[src/rtl/fetch_ctrl.sv]
// fetch_ctrl: program-counter sequencer with branch, memory-wait timeout, halt and fault handling
module fetch_ctrl #(
  parameter logic [15:0] RESET_PC    = 16'h0000,
  parameter int          MEM_TIMEOUT = 15
) (
  input  logic        clk,
  input  logic        rst_n,
  input  logic        start,
  input  logic [1:0]  format,
  input  logic [3:0]  opcode,
  input  logic [15:0] jmp_loc,
  input  logic        branch_taken,
  input  logic        mem_ready,
  output logic [15:0] pc,
  output logic        reg_we,
  output logic        mem_req,
  output logic        mem_we,
  output logic        halted,
  output logic        fault,
  output logic [15:0] instr_count
);
  typedef enum logic [2:0] {IDLE, RUN, MEM_WAIT, HALTED, FAULT} state_t;
  localparam logic [3:0] TMO_LAST = 4'(MEM_TIMEOUT - 1);
  state_t      state_q, state_d;
  logic [15:0] pc_q, pc_d, cnt_q, cnt_d;
  logic        req_q, req_d, mwe_q, mwe_d, we_c;
  logic [3:0]  op_q, op_d, tmo_q, tmo_d;
  logic [15:0] pc_inc, cnt_inc;
  logic        unused_fmt;
  assign unused_fmt = ^format;
  assign pc_inc  = pc_q + 16'd1;
  assign cnt_inc = (cnt_q == 16'hFFFF) ? cnt_q : cnt_q + 16'd1;
  always_comb begin
    state_d = state_q;
    pc_d    = pc_q;
    cnt_d   = cnt_q;
    req_d   = req_q;
    mwe_d   = mwe_q;
    op_d    = op_q;
    tmo_d   = tmo_q;
    we_c    = 1'b0;
    case (state_q)
      RUN: begin
        cnt_d = cnt_inc;
        case (opcode)
          4'hE: state_d = HALTED;
          4'h2: pc_d = jmp_loc;
          4'hA, 4'hB, 4'hC: pc_d = branch_taken ? jmp_loc : pc_inc;
          4'h0, 4'h1, 4'h3: begin
            cnt_d   = cnt_q;
            state_d = MEM_WAIT;
            op_d    = opcode;
            req_d   = 1'b1;
            mwe_d   = (opcode == 4'h3);
            tmo_d   = 4'd0;
          end
          4'hF: pc_d = pc_inc;
          default: begin
            we_c = 1'b1;
            pc_d = pc_inc;
          end
        endcase
      end
      MEM_WAIT: begin
        if (mem_ready) begin
          state_d = RUN;
          pc_d    = pc_inc;
          cnt_d   = cnt_inc;
          req_d   = 1'b0;
          mwe_d   = 1'b0;
          we_c    = (op_q != 4'h3);
        end else if (tmo_q == TMO_LAST) begin
          state_d = FAULT;
          req_d   = 1'b0;
          mwe_d   = 1'b0;
        end else begin
          tmo_d = tmo_q + 4'd1;
        end
      end
      IDLE, HALTED, FAULT: begin
        state_d = start ? RUN : state_q;
        pc_d    = start ? RESET_PC : pc_q;
        cnt_d   = start ? 16'd0 : cnt_q;
      end
      default: state_d = IDLE;
    endcase
  end
  always_ff @(posedge clk) begin
    if (!rst_n) begin
      state_q <= IDLE;
      pc_q    <= RESET_PC;
      cnt_q   <= 16'd0;
      req_q   <= 1'b0;
      mwe_q   <= 1'b0;
      op_q    <= 4'd0;
      tmo_q   <= 4'd0;
    end else begin
      state_q <= state_d;
      pc_q    <= pc_d;
      cnt_q   <= cnt_d;
      req_q   <= req_d;
      mwe_q   <= mwe_d;
      op_q    <= op_d;
      tmo_q   <= tmo_d;
    end
  end
  assign reg_we      = rst_n & we_c;
  assign pc          = pc_q;
  assign instr_count = cnt_q;
  assign mem_req     = req_q;
  assign mem_we      = mwe_q;
  assign halted      = (state_q == HALTED);
  assign fault       = (state_q == FAULT);
endmodule

[config.mk]
export PLATFORM = sky130hd
export DESIGN_NAME = fetch_ctrl
export DESIGN_NICKNAME = d
export VERILOG_FILES = /design/src/rtl/fetch_ctrl.sv
export SDC_FILE = /design/constraint.sdc
export NUM_CORES = 1
export LEC_CHECK = 0
export CORE_MARGIN = 2
export CORE_UTILIZATION = 53
export DETAILED_ROUTE_END_ITERATION = 10
export GPL_ROUTABILITY_DRIVEN = 0
export PLACE_DENSITY = 0.9
export SLEW_MARGIN = 20
export SYNTH_ARGS = -nofsm -noshare
export SYNTH_HDL_FRONTEND = slang
export SYNTH_SLANG_ARGS = --single-unit
[constraint.sdc]
create_clock -name clk -period 3.3 [get_ports clk]
set_input_delay 0.33 -clock clk [delete_from_list [all_inputs] [get_ports clk]]
set_output_delay 0.33 -clock clk [all_outputs]
set_load 0.03 [all_outputs]
**Pin placement**

(4 px per um) Pins as bars across the die edge, other pins in grey.
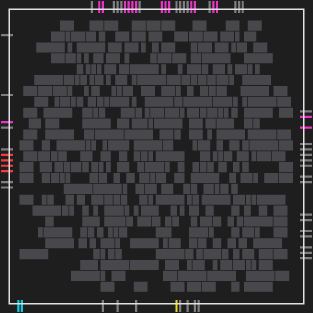
| port | colour | pins | direction | edge |
|---|---|---|---|---|
| jmp_loc | magenta | 16 | input | 13 top, 2 right, 1 left |
| opcode | red | 4 | input | left |
| halted | yellow | 1 | output | bottom |
| format | cyan | 2 | input | bottom |
die span in y: 73.3 um
die x size: 73.3 um
port bufs: 61

**Placed cells, one colour a class**

(4 px per um) Fill, decap, tap and diode cells in grey.
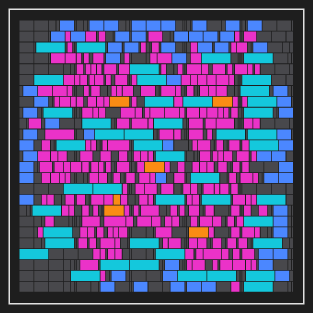
| class | colour | cells | share of their area |
|---|---|---|---|
| remaining buffers and delay cells | blue | 64 | 20% |
| remaining logic cells | magenta | 256 | 49% |
| clock drivers and dummy loads | orange | 6 | 2.3% |
| sequential cells | cyan | 45 | 28% |
register share of the cell area: 0.279
Util after Layout: 0.693
final instance area: 0.00323 mm2
row count: 25
core footprint: 0.00466 mm2

**Clock routing**

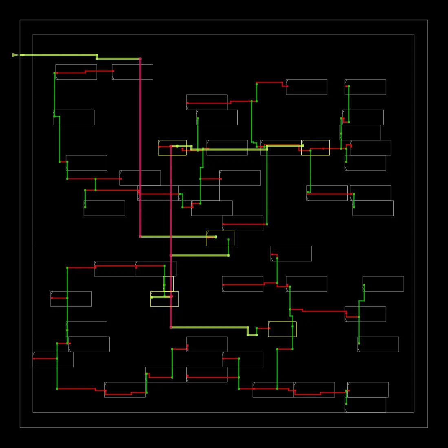
Fin Clk Skew: 0.00602 ns
clock sink count: 45
clk_lat worst skew: 0.30 ns
clock buf count: 5
TritonCTS Buffers: 5

==> out/results.ini <==
[status]
outcome = completed

[global_route]
grt_pass1_wl_um = 10700
grt_antenna_before_repair = 0
grt.busiest_layer = met2
grtUsageTotal = 0.252
grt_overflow = 0
grt_pass1_vias = 2456

[sta]
rsz0062_at_grt = false
tightest_slew_ns = 0.684
finalSetupViolCount = 0
min_period_over_period = 0.829
fin_tns_setup_ns = 0
fin_crit_ns = 2.73
slew_headroom = 0.544
max_freq_mhz = 366
hold_violations = 0
slew_violations = 0

[logic_synthesis]
syn_avg_cell_area_um2 = 8.02
ys_sh_adder = 0.0197
ff_type = dfxtp_1
yosysUniqueCellTypes = 48
syn-num-nets = 348
yosysTopAreaCell = dfxtp_1
netlist_area_mm2 = 0.00254
ys_seq_frac = 0.354
netlist.area_leader.share = 0.354
ys_sh_xor = 0.0482
logic_family = simple AND/OR/NAND/NOR gates
topCellsByArea = dfxtp_1, nand2_1, nor2_1
ys_cells = 317
ys_warn_count = 0
ys_sh_simple = 0.292
aoi_share = 0.235
ys_sh_mux = 0.00787
synth-edff-count = 0

[pwr]
powerDensity_mw_per_mm2 = 376
combPwrFrac = 0.252
power.switching_mw = 0.390
power_mw = 1.21
seqPwrFrac = 0.483
internal_power_mw = 0.824

[drt]
avgViaCountPerCell = 6.26
wl_um = 6590
drt_drc_violations_left = 0
dr.pass1.iters = 5
drt-initial-drc-count = 193
ant_nets = 0

[setup_path]
critPathRequiredTime_ns = 2.97
crit_family = simple AND/OR/NAND/NOR gates
arrival_ns = 2.40
endpoint_kind = output pin
max_stage_delay_ns = 0.69
cp_max_fo = 8
crit_chain = nor2_1 > nand2_1 > a31oi_1 > a32oi_1 > nor2_1 > clkdlybuf4s50_1
path_buffers = 1
startpoint_type = flip-flop
critPathSlowestCell = clkdlybuf4s50_1

[placed_design]
dpl.hpwl_um = 4630
placed_cell_area_mm2 = 0.00316

[layout]
fill_cells = 391
nets = 403
area_growth_pct = 27.0
layout-drive-gt1-share = 0.0485
antenna_cells = 0

[clock_tree]
cts_resized = 0
path_clk_slew_ns = 0.08
cts_max_level = 2
clockRootBuffer = clkbuf_8
post_cts_buffers = 0

[run]
warning_count = 29
drv_cap = 0

[floorplan]
chipArea_mm2 = 0.00537

[min_path]
hp-class = flip-flop to flip-flop

**Met2 routing**

(4 px per um)
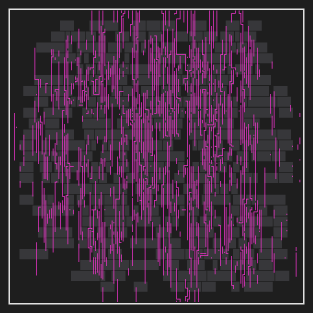
longest straight run: 25.5 um
nets with wire on the layer: 347
main direction: vertical
share of all routed wire: 49%
wire length on this layer: 3200 um
met2 usage: 0.407
vias post-DR: 2661

**Clock wires, drivers and flops**

(8 px per um)
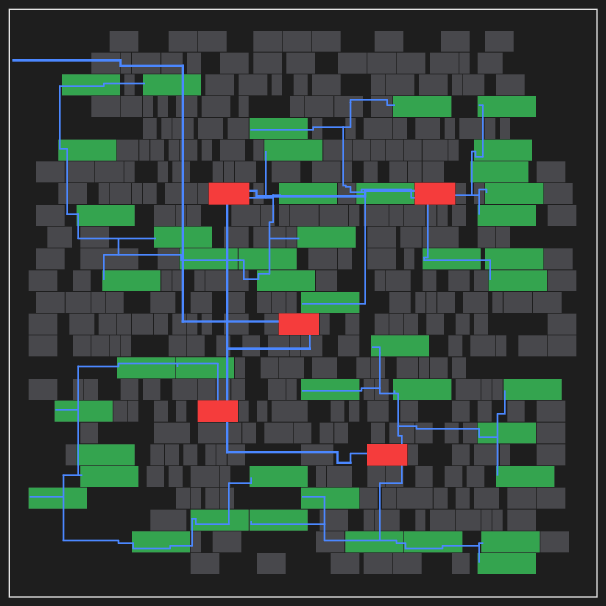
[clock wires] blue | length: 571 um
[flip-flops] green | count: 45
[clock-net drivers] red | count: 5
routed clock nets: 6
flops lie: widely spread
clock power share: 0.265
Power Clock: 0.321 mW

-- cells in the mapped netlist (all sizes together) (3+ instances only) --
cell type and n:
a211oi 4, a21oi 17, a311oi 3, a32o 12
and2 4, and3 14, buf 9, clkbuf 7
dfxtp 45, ha 4, inv 6, nand2 40
nand2b 3, nand3 20, nand4 9, nand4b 3
nor2 35, nor2b 3, nor3 3, o21ai 22
o31ai 9, or2 4, or3 4, xnor2 4
xor2 10
-- area by class of cell --
cell class	count	area, um2	area share
clock buffers	5	68.8	0.0213
clock inverters	1	5.00	0.00155
inverters	6	22.5	0.00697
repair buffers	64	633	0.196
flip-flops and latches	45	901	0.279
multi-input cells	250	1530	0.474
well taps	54	67.6	0.0209
-- metrics by stage --
stage / cells / worst slack, ns
2_1_floorplan: 317 / 1.32
3_3_place_gp: 419 / 0.651
3_5_place_dp: 419 / 0.534
4_1_cts: 425 / 0.575
5_1_grt: 425 / 0.401
6_report: 425 / 0.565
-- final timing paths --
path / startpoint / to / slack [ns] / depth (start not counted)
min: mem_req$_SDFFE_PN0P_ / mem_req$_SDFFE_PN0P_ / 0.48 / 2
max reg2reg: instr_count[3]$_SDFFE_PN0P_ / instr_count[9]$_SDFFE_PN0P_ / 0.79 / 6
max: state_q[0]$_SDFFE_PN0P_ / reg_we / 0.57 / 6
min reg2reg: mem_req$_SDFFE_PN0P_ / mem_req$_SDFFE_PN0P_ / 0.48 / 2
-- flip-flops by register name, indices dropped and copies added (netlist names) --
| name | cells |
|---|---|
| op_q | 4 |
| instr_count | 16 |
| tmo_q | 4 |
| mem_req | 1 |
| pc | 16 |
| state_q | 3 |
| mem_we | 1 |
-- worst reg2reg max path, stage by stage, from the launching register on --
cell and delay, ns:
dfxtp_1 0.44, nand4_1 0.33, nor3_1 0.52, nand4_1 0.49, and2_1 0.40, nand3_1 0.12
o21ai_0 0.09
-- routing by layer --
| layer | vias to the layer above | routed length (um) |
|---|---|---|
| li1 | 1267 | - |
| met5 | - | 0 |
| met2 | 127 | 3200 |
| met1 | 1257 | 2880 |
| met3 | 10 | 406 |
| met4 | 0 | 93 |
-- cells by family (layout without fill, tap and decap cells) --
family / after synthesis / after routing
AND-OR/OR-AND: 83 / 83
XOR/XNOR: 14 / 14
adder cells (fa/ha/maj): 4 / 4
buffers and inverters: 22 / 76
flip-flops: 45 / 45
multiplexers: 2 / 2
AND/OR/NAND/NOR: 147 / 147
-- power groups by stage --
stage | logic [mW] | clock network (mW) | registers [mW]
after detailed placement | 0.301 | 0 | 0.598
after floorplan | 0.176 | 0 | 0.622
after global placement | 0.291 | 0 | 0.598
after global routing | 0.330 | 0.349 | 0.590
final | 0.306 | 0.321 | 0.587
after CTS | 0.304 | 0.328 | 0.586
-- placed cells by master (no fill, tap or decap), drive strengths merged, types with 5 or more instances in the layout --
cell type / synthesis / routed
a21oi: 17 / 17
a32o: 12 / 12
and3: 14 / 14
clkbuf: 7 / 5
clkdlybuf4s50: 0 / 61
dfxtp: 45 / 45
inv: 6 / 6
nand2: 40 / 40
nand3: 20 / 20
nand4: 9 / 9
nor2: 35 / 35
o21ai: 22 / 22
o31ai: 9 / 9
xor2: 10 / 10
Power figures rest on the tool's default switching activity, not on a simulated workload.
